$ cat src/rtl/shifter_pkg.sv
// Shared encodings for the multifunction shifter: operation modes.
package shifter_pkg;

    typedef enum logic [1:0] {
        MODE_ROT = 2'b00,
        MODE_LOG = 2'b01,
        MODE_ARI = 2'b10,
        MODE_RSV = 2'b11
    } mode_e;

endpackage

$ cat src/rtl/shift_stage.sv
// One barrel-shifter stage: conditionally shifts by DIST when amt bit log2(DIST) is set, then registers.
// Latency 1 cycle; holds all state when en is low (stall), bubbles advance when en is high.
module shift_stage
    import shifter_pkg::*;
#(
    parameter int WIDTH    = 32,
    parameter int DIST     = 1,
    parameter bit RST_DATA = 1'b0
) (
    input  logic                       clk,
    input  logic                       rst_n,
    input  logic                       en,
    input  logic                       in_valid,
    input  logic [WIDTH-1:0]           in_dat,
    input  logic                       in_lr,
    input  logic [1:0]                 in_mode,
    input  logic [$clog2(WIDTH)-1:0]   in_amt,
    output logic                       out_valid,
    output logic [WIDTH-1:0]           out_dat,
    output logic                       out_lr,
    output logic [1:0]                 out_mode,
    output logic [$clog2(WIDTH)-1:0]   out_amt
);

    localparam int BIT = $clog2(DIST);

    logic signed [WIDTH-1:0] sdat;
    logic        [WIDTH-1:0] shifted;

    assign sdat = in_dat;

    // Arithmetic right uses the current MSB; earlier stages preserve the original sign bit.
    always_comb begin
        shifted = in_dat;
        if (in_amt[BIT]) begin
            case (mode_e'(in_mode))
                MODE_ROT: begin
                    if (in_lr) shifted = (in_dat << DIST) | (in_dat >> (WIDTH - DIST));
                    else       shifted = (in_dat >> DIST) | (in_dat << (WIDTH - DIST));
                end
                MODE_ARI: begin
                    if (in_lr) shifted = in_dat << DIST;
                    else       shifted = sdat >>> DIST;
                end
                default: begin
                    if (in_lr) shifted = in_dat << DIST;
                    else       shifted = in_dat >> DIST;
                end
            endcase
        end
    end

    always_ff @(posedge clk or negedge rst_n) begin
        if (!rst_n)  out_valid <= 1'b0;
        else if (en) out_valid <= in_valid;
    end

    generate
        if (RST_DATA) begin : g_rst_dat
            always_ff @(posedge clk or negedge rst_n) begin
                if (!rst_n)  out_dat <= '0;
                else if (en) out_dat <= shifted;
            end
        end else begin : g_norst_dat
            always_ff @(posedge clk) begin
                if (en) out_dat <= shifted;
            end
        end
    endgenerate

    always_ff @(posedge clk) begin
        if (en) begin
            out_lr   <= in_lr;
            out_mode <= in_mode;
            out_amt  <= in_amt;
        end
    end

endmodule

$ cat src/rtl/pipelined_multifunction_shifter.sv
// Pipelined rotate/logical/arithmetic shifter built from log2(WIDTH) registered stages.
// Latency AMT_W cycles; one global enable stalls every stage while the output is held unaccepted.
module pipelined_multifunction_shifter
    import shifter_pkg::*;
#(
    parameter int WIDTH = 32,
    parameter int AMT_W = $clog2(WIDTH)
) (
    input  logic               clk,
    input  logic               rst_n,
    input  logic               in_valid,
    output logic               in_ready,
    input  logic [WIDTH-1:0]   a,
    input  logic [AMT_W-1:0]   amt,
    input  logic               lr,
    input  logic [1:0]         mode,
    output logic               out_valid,
    input  logic               out_ready,
    output logic [WIDTH-1:0]   y
);

    logic [AMT_W:0]     stg_valid;
    logic [AMT_W:0]     stg_lr;
    logic [WIDTH-1:0]   stg_dat  [AMT_W+1];
    logic [1:0]         stg_mode [AMT_W+1];
    logic [AMT_W-1:0]   stg_amt  [AMT_W+1];
    logic               en;
    logic               unused_tail;

    assign stg_valid[0] = in_valid;
    assign stg_dat[0]   = a;
    assign stg_lr[0]    = lr;
    assign stg_mode[0]  = mode;
    assign stg_amt[0]   = amt;

    assign out_valid = stg_valid[AMT_W];
    assign y         = stg_dat[AMT_W];
    assign en        = !out_valid || out_ready;
    assign in_ready  = en;

    // Control fields leaving the last stage have no consumer.
    assign unused_tail = ^{stg_lr[AMT_W], stg_mode[AMT_W], stg_amt[AMT_W]};

    generate
        for (genvar k = 0; k < AMT_W; k++) begin : g_stage
            shift_stage #(
                .WIDTH    (WIDTH),
                .DIST     (1 << k),
                .RST_DATA (k == AMT_W - 1)
            ) u_stage (
                .clk       (clk),
                .rst_n     (rst_n),
                .en        (en),
                .in_valid  (stg_valid[k]),
                .in_dat    (stg_dat[k]),
                .in_lr     (stg_lr[k]),
                .in_mode   (stg_mode[k]),
                .in_amt    (stg_amt[k]),
                .out_valid (stg_valid[k+1]),
                .out_dat   (stg_dat[k+1]),
                .out_lr    (stg_lr[k+1]),
                .out_mode  (stg_mode[k+1]),
                .out_amt   (stg_amt[k+1])
            );
        end
    endgenerate

endmodule

$ cat config.mk
export PLATFORM = sky130hd
export DESIGN_NAME = pipelined_multifunction_shifter
export DESIGN_NICKNAME = d
export VERILOG_FILES = /design/src/rtl/shifter_pkg.sv /design/src/rtl/shift_stage.sv /design/src/rtl/pipelined_multifunction_shifter.sv
export SDC_FILE = /design/constraint.sdc
export NUM_CORES = 1
export LEC_CHECK = 0
export CELL_PAD_IN_SITES_DETAIL_PLACEMENT = 0
export CELL_PAD_IN_SITES_GLOBAL_PLACEMENT = 1
export CORE_MARGIN = 8
export CORE_UTILIZATION = 30
export DETAILED_ROUTE_END_ITERATION = 8
export HOLD_SLACK_MARGIN = 0.03
export PLACE_DENSITY_LB_ADDON = 0.1
export SETUP_SLACK_MARGIN = 0.4
export SYNTH_ARGS = -nofsm -noshare
export SYNTH_HDL_FRONTEND = slang
export SYNTH_SLANG_ARGS = --single-unit
$ cat constraint.sdc
create_clock -name clk -period 9.16 [get_ports clk]
set_input_delay 0.916 -clock clk [delete_from_list [all_inputs] [get_ports clk]]
set_output_delay 0.916 -clock clk [all_outputs]
set_load 0.02 [all_outputs]
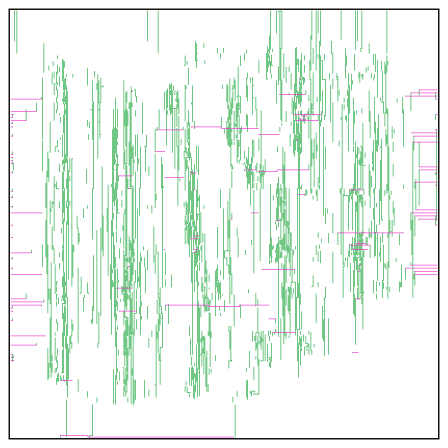
**Above:** run 1 (signal wires by layer).
Only two layers are drawn.
[met2] green | wire length: 10300 um
[met3] magenta | wire length: 716 um
All-Layer GR Usage: 11.78%
routed wire length: 20880 um
via count: 5997

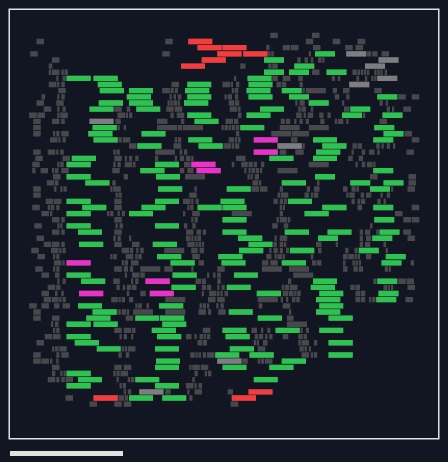
**Above:** run 1 (register map, names as in the netlist).
Scale bar: 50 um.
[`g_stage.u_stage.out_mode`] magenta | flops: 8
[`g_stage.u_stage.out_dat`] green | flops: 160 | where: spread over the die
[`g_stage.u_stage.out_amt`] red | flops: 10
sequential cell area share: 50.84%
sequential power: 1.65 mW
Reg area: 5430 sq um

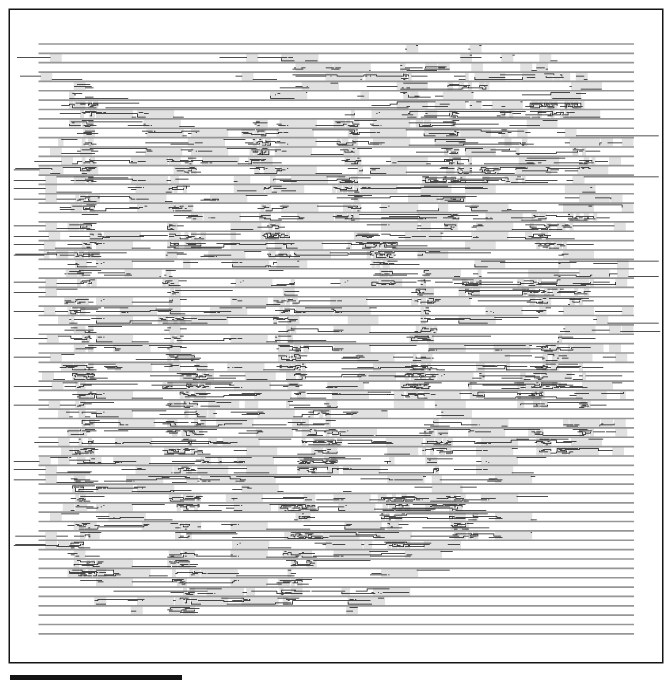
**Above:** run 1 (the metal 1 layer).
Scale bar: 50 um. Supply wires on this layer in grey.
longest straight run: 87.9 um
main direction: horizontal
global routing met1 resource utilization: 13.90%

==> flow_metrics.py, run 1 <==
# Flow results
metrics = {
    "outcome": {
        "status": "completed",
    },
    "logic_synthesis": {
        "largest_area_cell": "edfxtp_1",
        "syn_nets": 863,
        "ys_ff": 187,
        "synth.yosys.warnings": 0,
        "common_cells": "nor2_1, edfxtp_1, a21oi_1, mux2i_1, nand2_1",
        "synth-edff-count": 150,
        "ff_type": "edfxtp_1",
        "synth-xor-area-share_pct": 0,
        "synthMuxAreaShare_pct": 10.99,
        "ys_seq_share_pct": 60.21,
        "adder_share_pct": 0,
        "ys_chip_area_sq_um": 9019,
        "synthTopCellsByArea": "edfxtp_1, mux2i_1, dfrtp_1, a21oi_1, nor2_1",
        "async_reset_ff_share_pct": 19.79,
        "logic_family": "simple AND/OR/NAND/NOR gates",
        "ys_cells": 819,
        "ys_sh_simple_pct": 13.21,
        "synth_area_per_cell_sq_um": 11.01,
    },
    "layout": {
        "lay_top_cells": "nor2_1, edfxtp_1, a21oi_1, mux2i_1, clkdlybuf4s50_1",
        "design_area_sq_um": 10680,
        "dominant_cells": "flip-flops and latches",
        "nets": 910,
        "sh_comb_area_pct": 31.02,
        "clock_buffer_count": 24,
        "design.seq.count": 187,
        "nonClkBufAreaFrac_pct": 7.778,
        "n_fill_cell": 2999,
        "layout-drive-gt1-share_pct": 5.575,
        "inv_count": 1,
        "area_growth_pct": 18.44,
        "clock_cell_area_share_pct": 5.716,
        "lay_top_count": "nor2_1",
        "regMostFlops": "g_stage.u_stage.out_dat",
        "buffers": 87,
        "multiInputCombCellCount": 572,
        "largest_reg_flops": 160,
        "final_cells": 1269,
        "reg.largest.list": "g_stage.u_stage.out_dat: 160 flops, g_stage.u_stage.out_amt: 10 flops, g_stage.u_stage.out_mode: 8 flops",
        "final_util_pct": 36.04,
    },
    "routing": {
        "drt-met1-wl_um": 9354,
        "wl_per_cell_um": 16.45,
        "wl_met3_um": 716,
        "vias_per_cell": 4.726,
        "drc": 0,
        "route.met2.wl_um": 10350,
        "first_iter_violations": 310,
    },
    "setup_path": {
        "startpoint": "out_ready",
        "max_stage_delay_ps": 720,
        "cp_num_buf_inv": 4,
        "crit_family": "buffers and inverters",
        "crit_chain": "clkdlybuf4s50_1, nor2b_1, buf_4, inv_6, clkdlybuf4s50_1",
        "r2r-start": "g_stage[4].u_stage.out_valid$_DFFE_PN0P_",
        "cp-start-kind": "input port",
        "cp_num_cells": 5,
        "critPathMaxFanout": 70,
        "end_kind": "primary output",
        "cp_slowest_cell": "clkdlybuf4s50_1",
        "r2r_slack_ps": 6390,
        "r2r_end": "g_stage[4].u_stage.out_dat[21]$_DFFE_PN0P_",
        "timing.critical_path.mode_cell": "clkdlybuf4s50_1",
        "reg2regPathDepth": 6,
    },
    "global_routing": {
        "met3_usage_pct": 2.723,
        "grt_use_met2_pct": 20.54,
        "grt_max_degree": 78,
        "antenna_found_initial": 0,
        "grt_busiest_layer": "met2",
        "overflow": 0,
        "grt_pass1_wl_um": 33470,
    },
    "power_and_ir_drop": {
        "top_power_group": "sequential cells",
        "power.leakage_nw": 4.001,
        "p_sw_mw": 1.283,
        "finalPower_mw": 3.591,
        "p_clk_mw": 0.744,
        "p_sw_share_pct": 35.73,
        "ir_worst_vdd_mv": 0.1453,
        "seq_power_share_pct": 46.0,
        "combinationalPowerShare_pct": 33.3,
        "internal_power_mw": 2.308,
        "powerDensity_nw_per_um2": 336.2,
    },
    "place": {
        "gp_congestion": 0.8187,
        "dpl.hpwl_um": 15500,
        "io_buffers": 77,
    },
    "die": {
        "fp_util_pct": 30.43,
        "core_area_sq_um": 29640,
        "rows": 63,
        "dieWidth_um": 189.4,
        "nWellTaps": 390,
        "die_h_um": 189.4,
        "die_area_sq_um": 35870,
        "ios": 78,
    },
    "final_timing": {
        "fin_crit_sh_pct": 41.10,
        "setup_viol": 0,
        "finalClockSkew_ps": 23.42,
        "finalWorstSetupSlack_ps": 5395,
        "report.final.slew_viol_count": 0,
        "fin_hold_ws_ps": 418.6,
        "slew_headroom_pct": 36.25,
        "finalSetupTns_ps": 0,
        "fmax_mhz": 265.6,
        "hold_viol": 0,
        "tightestPinTransition_ps": 956.3,
        "rsz0062_at_grt": "false",
        "period_needed_ps": 3765,
    },
    "clock_network": {
        "postCtsSetupRepairBufs": 0,
        "clock_latency_ps": 440,
        "numCtsBuffers": 17,
        "cts-resized-gates": 0,
        "hold_buffers": 0,
        "cts_tree": "yes",
        "cts.clk_slew.worst_paths_ps": 60,
    },
    "worst_hold_path": {
        "hold_path.class": "reg -> reg",
        "holdPathStages": 0,
    },
    "job": {
        "drv_cap": 0,
        "tool_warnings": 26,
    },
}
**Run 1: port wiring**

Scale bar: 50 um.
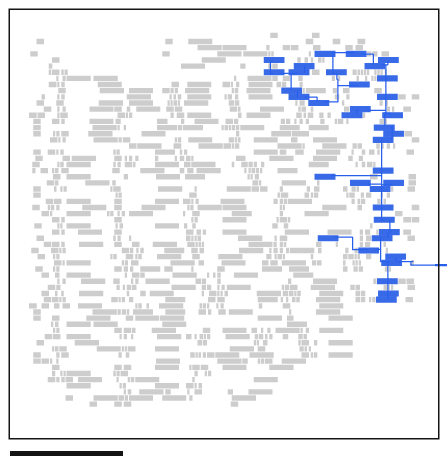

--- run 2 (diff from run 1) ---
clock period = 3.75 ns   (was 9.16 ns; I/O delays follow)
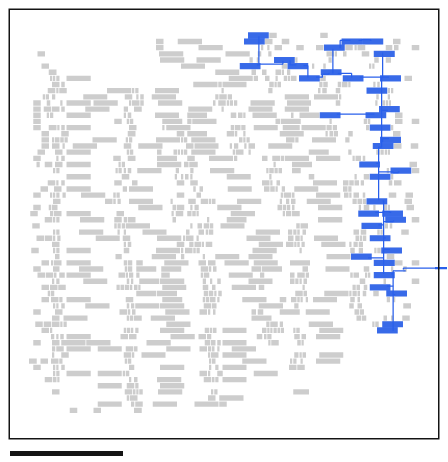
**Above:** run 2 (port wiring).
Scale bar: 50 um.
[`rst_n`] blue | bits: 1 | direction: input | edge: right | end cells: 37 | wire: 303 um
number of I/O pins: 78
input/output buffers: 77

==> flow_metrics.py, run 2 <==
# Flow results
metrics = {
    "outcome": {
        "status": "completed",
    },
    "global_routing": {
        "overflow": 0,
        "grt_use_met2_pct": 20.86,
        "antenna_found_initial": 0,
        "met1_usage_pct": 13.84,
        "grt_pass1_wl_um": 33930,
        "met3_usage_pct": 2.171,
        "grt_busiest_layer": "met2",
        "track_usage_pct": 11.85,
        "grt_max_degree": 145,
    },
    "final_timing": {
        "period_needed_ps": 2476,
        "slew_headroom_pct": 15.08,
        "rsz0062_at_grt": "false",
        "finalClockSkew_ps": 13.82,
        "fin_hold_ws_ps": 52.29,
        "fmax_mhz": 403.9,
        "fin_crit_sh_pct": 66.03,
        "hold_viol": 0,
        "report.final.slew_viol_count": 0,
        "finalWorstSetupSlack_ps": 1274,
        "setup_viol": 0,
        "finalSetupTns_ps": 0,
        "tightestPinTransition_ps": 1265,
    },
    "logic_synthesis": {
        "logic_family": "simple AND/OR/NAND/NOR gates",
        "ys_chip_area_sq_um": 9019,
        "ys_cells": 819,
        "common_cells": "nor2_1, edfxtp_1, a21oi_1, mux2i_1, nand2_1",
        "ys_seq_share_pct": 60.21,
        "ys_sh_simple_pct": 13.21,
        "ys_types": 29,
        "synth_dominant_cell_count": "nor2_1",
        "top_cell_area_share_pct": 49.94,
        "synth-xor-area-share_pct": 0,
        "synthTopCellsByArea": "edfxtp_1, mux2i_1, dfrtp_1, a21oi_1, nor2_1",
        "synthMuxAreaShare_pct": 10.99,
        "adder_share_pct": 0,
        "async_reset_ff_share_pct": 19.79,
        "synth_area_per_cell_sq_um": 11.01,
        "ff_type": "edfxtp_1",
        "synth-edff-count": 150,
        "ys_ff": 187,
        "largest_area_cell": "edfxtp_1",
        "synth.yosys.warnings": 0,
        "syn_nets": 863,
    },
    "job": {
        "drv_cap": 0,
        "tool_warnings": 28,
    },
    "layout": {
        "inv_count": 1,
        "lay_top_cells": "nor2_1, edfxtp_1, a21oi_1, mux2i_1, clkdlybuf4s50_1",
        "multiInputCombCellCount": 572,
        "clock_cell_area_share_pct": 5.383,
        "area_growth_pct": 18.56,
        "buffers": 92,
        "final_util_pct": 36.08,
        "final_cells": 1274,
        "design.seq.count": 187,
        "lay_top_count": "nor2_1",
        "design_area_sq_um": 10690,
        "reg.largest.list": "g_stage.u_stage.out_dat: 160 flops, g_stage.u_stage.out_amt: 10 flops, g_stage.u_stage.out_mode: 8 flops",
        "seq_area_sq_um": 5430,
        "clock_buffer_count": 20,
        "n_fill_cell": 2979,
        "layout-drive-gt1-share_pct": 5.995,
        "dominant_cells": "flip-flops and latches",
        "largest_reg_flops": 160,
        "nonClkBufAreaFrac_pct": 8.238,
        "nets": 915,
        "seq_share_pct": 50.78,
        "regMostFlops": "g_stage.u_stage.out_dat",
        "antenna_cells": 0,
        "sh_comb_area_pct": 30.95,
    },
    "clock_network": {
        "postCtsSetupRepairBufs": 0,
        "hold_buffers": 0,
        "cts_tree": "yes",
        "htree_levels": 4,
        "numCtsBuffers": 17,
        "cts.clk_slew.worst_paths_ps": 70,
        "clock_latency_ps": 430,
        "cts-resized-gates": 0,
    },
    "setup_path": {
        "critPathMaxFanout": 62,
        "reg2regPathDepth": 5,
        "r2r_slack_ps": 1360,
        "crit_end": "in_ready",
        "crit_chain": "nor2b_1, inv_6, clkdlybuf4s50_1",
        "max_stage_delay_ps": 710,
        "cp_num_buf_inv": 2,
        "r2r-start": "g_stage[4].u_stage.out_valid$_DFFE_PN0P_",
        "cp_num_cells": 3,
        "cp_slowest_cell": "clkdlybuf4s50_1",
        "crit_family": "buffers and inverters",
        "cp_data_required_time_ps": 3380,
        "cp-start-kind": "flip-flop",
        "r2r_end": "g_stage[4].u_stage.out_dat[28]$_DFFE_PN0P_",
        "critPathKind": "reg -> out",
        "startpoint": "g_stage[4].u_stage.out_valid$_DFFE_PN0P_",
        "end_kind": "primary output",
    },
    "die": {
        "fp_util_pct": 30.43,
        "rows": 63,
        "die_area_sq_um": 35870,
        "dieWidth_um": 189.4,
        "core_area_sq_um": 29640,
        "nWellTaps": 390,
        "die_h_um": 189.4,
    },
    "routing": {
        "route.met2.wl_um": 10380,
        "vias": 6062,
        "drt-met1-wl_um": 9213,
        "vias_per_cell": 4.758,
        "first_iter_violations": 260,
        "drc": 0,
        "ant_nets": 0,
        "wl_met3_um": 692,
        "wl_per_cell_um": 16.41,
        "drt_wl_total_um": 20910,
    },
    "power_and_ir_drop": {
        "p_sw_share_pct": 36.19,
        "power.leakage_nw": 4.012,
        "seq_power_share_pct": 47.5,
        "internal_power_mw": 5.569,
        "p_clk_mw": 1.76,
        "top_power_group": "sequential cells",
        "pg_seq_mw": 4.14,
        "powerDensity_nw_per_um2": 816.2,
        "ir_worst_vdd_mv": 0.3352,
        "combinationalPowerShare_pct": 32.4,
        "power.share.clock_pct": 20.1,
        "powerComb_mw": 2.83,
        "finalPower_mw": 8.728,
        "p_sw_mw": 3.159,
    },
    "place": {
        "dpl.cell_count": 1242,
        "dpl.hpwl_um": 15670,
        "gp_congestion": 0.8302,
    },
    "worst_hold_path": {
        "hold_path.class": "in -> async",
    },
}
Power and IR drop assume default switching activity.
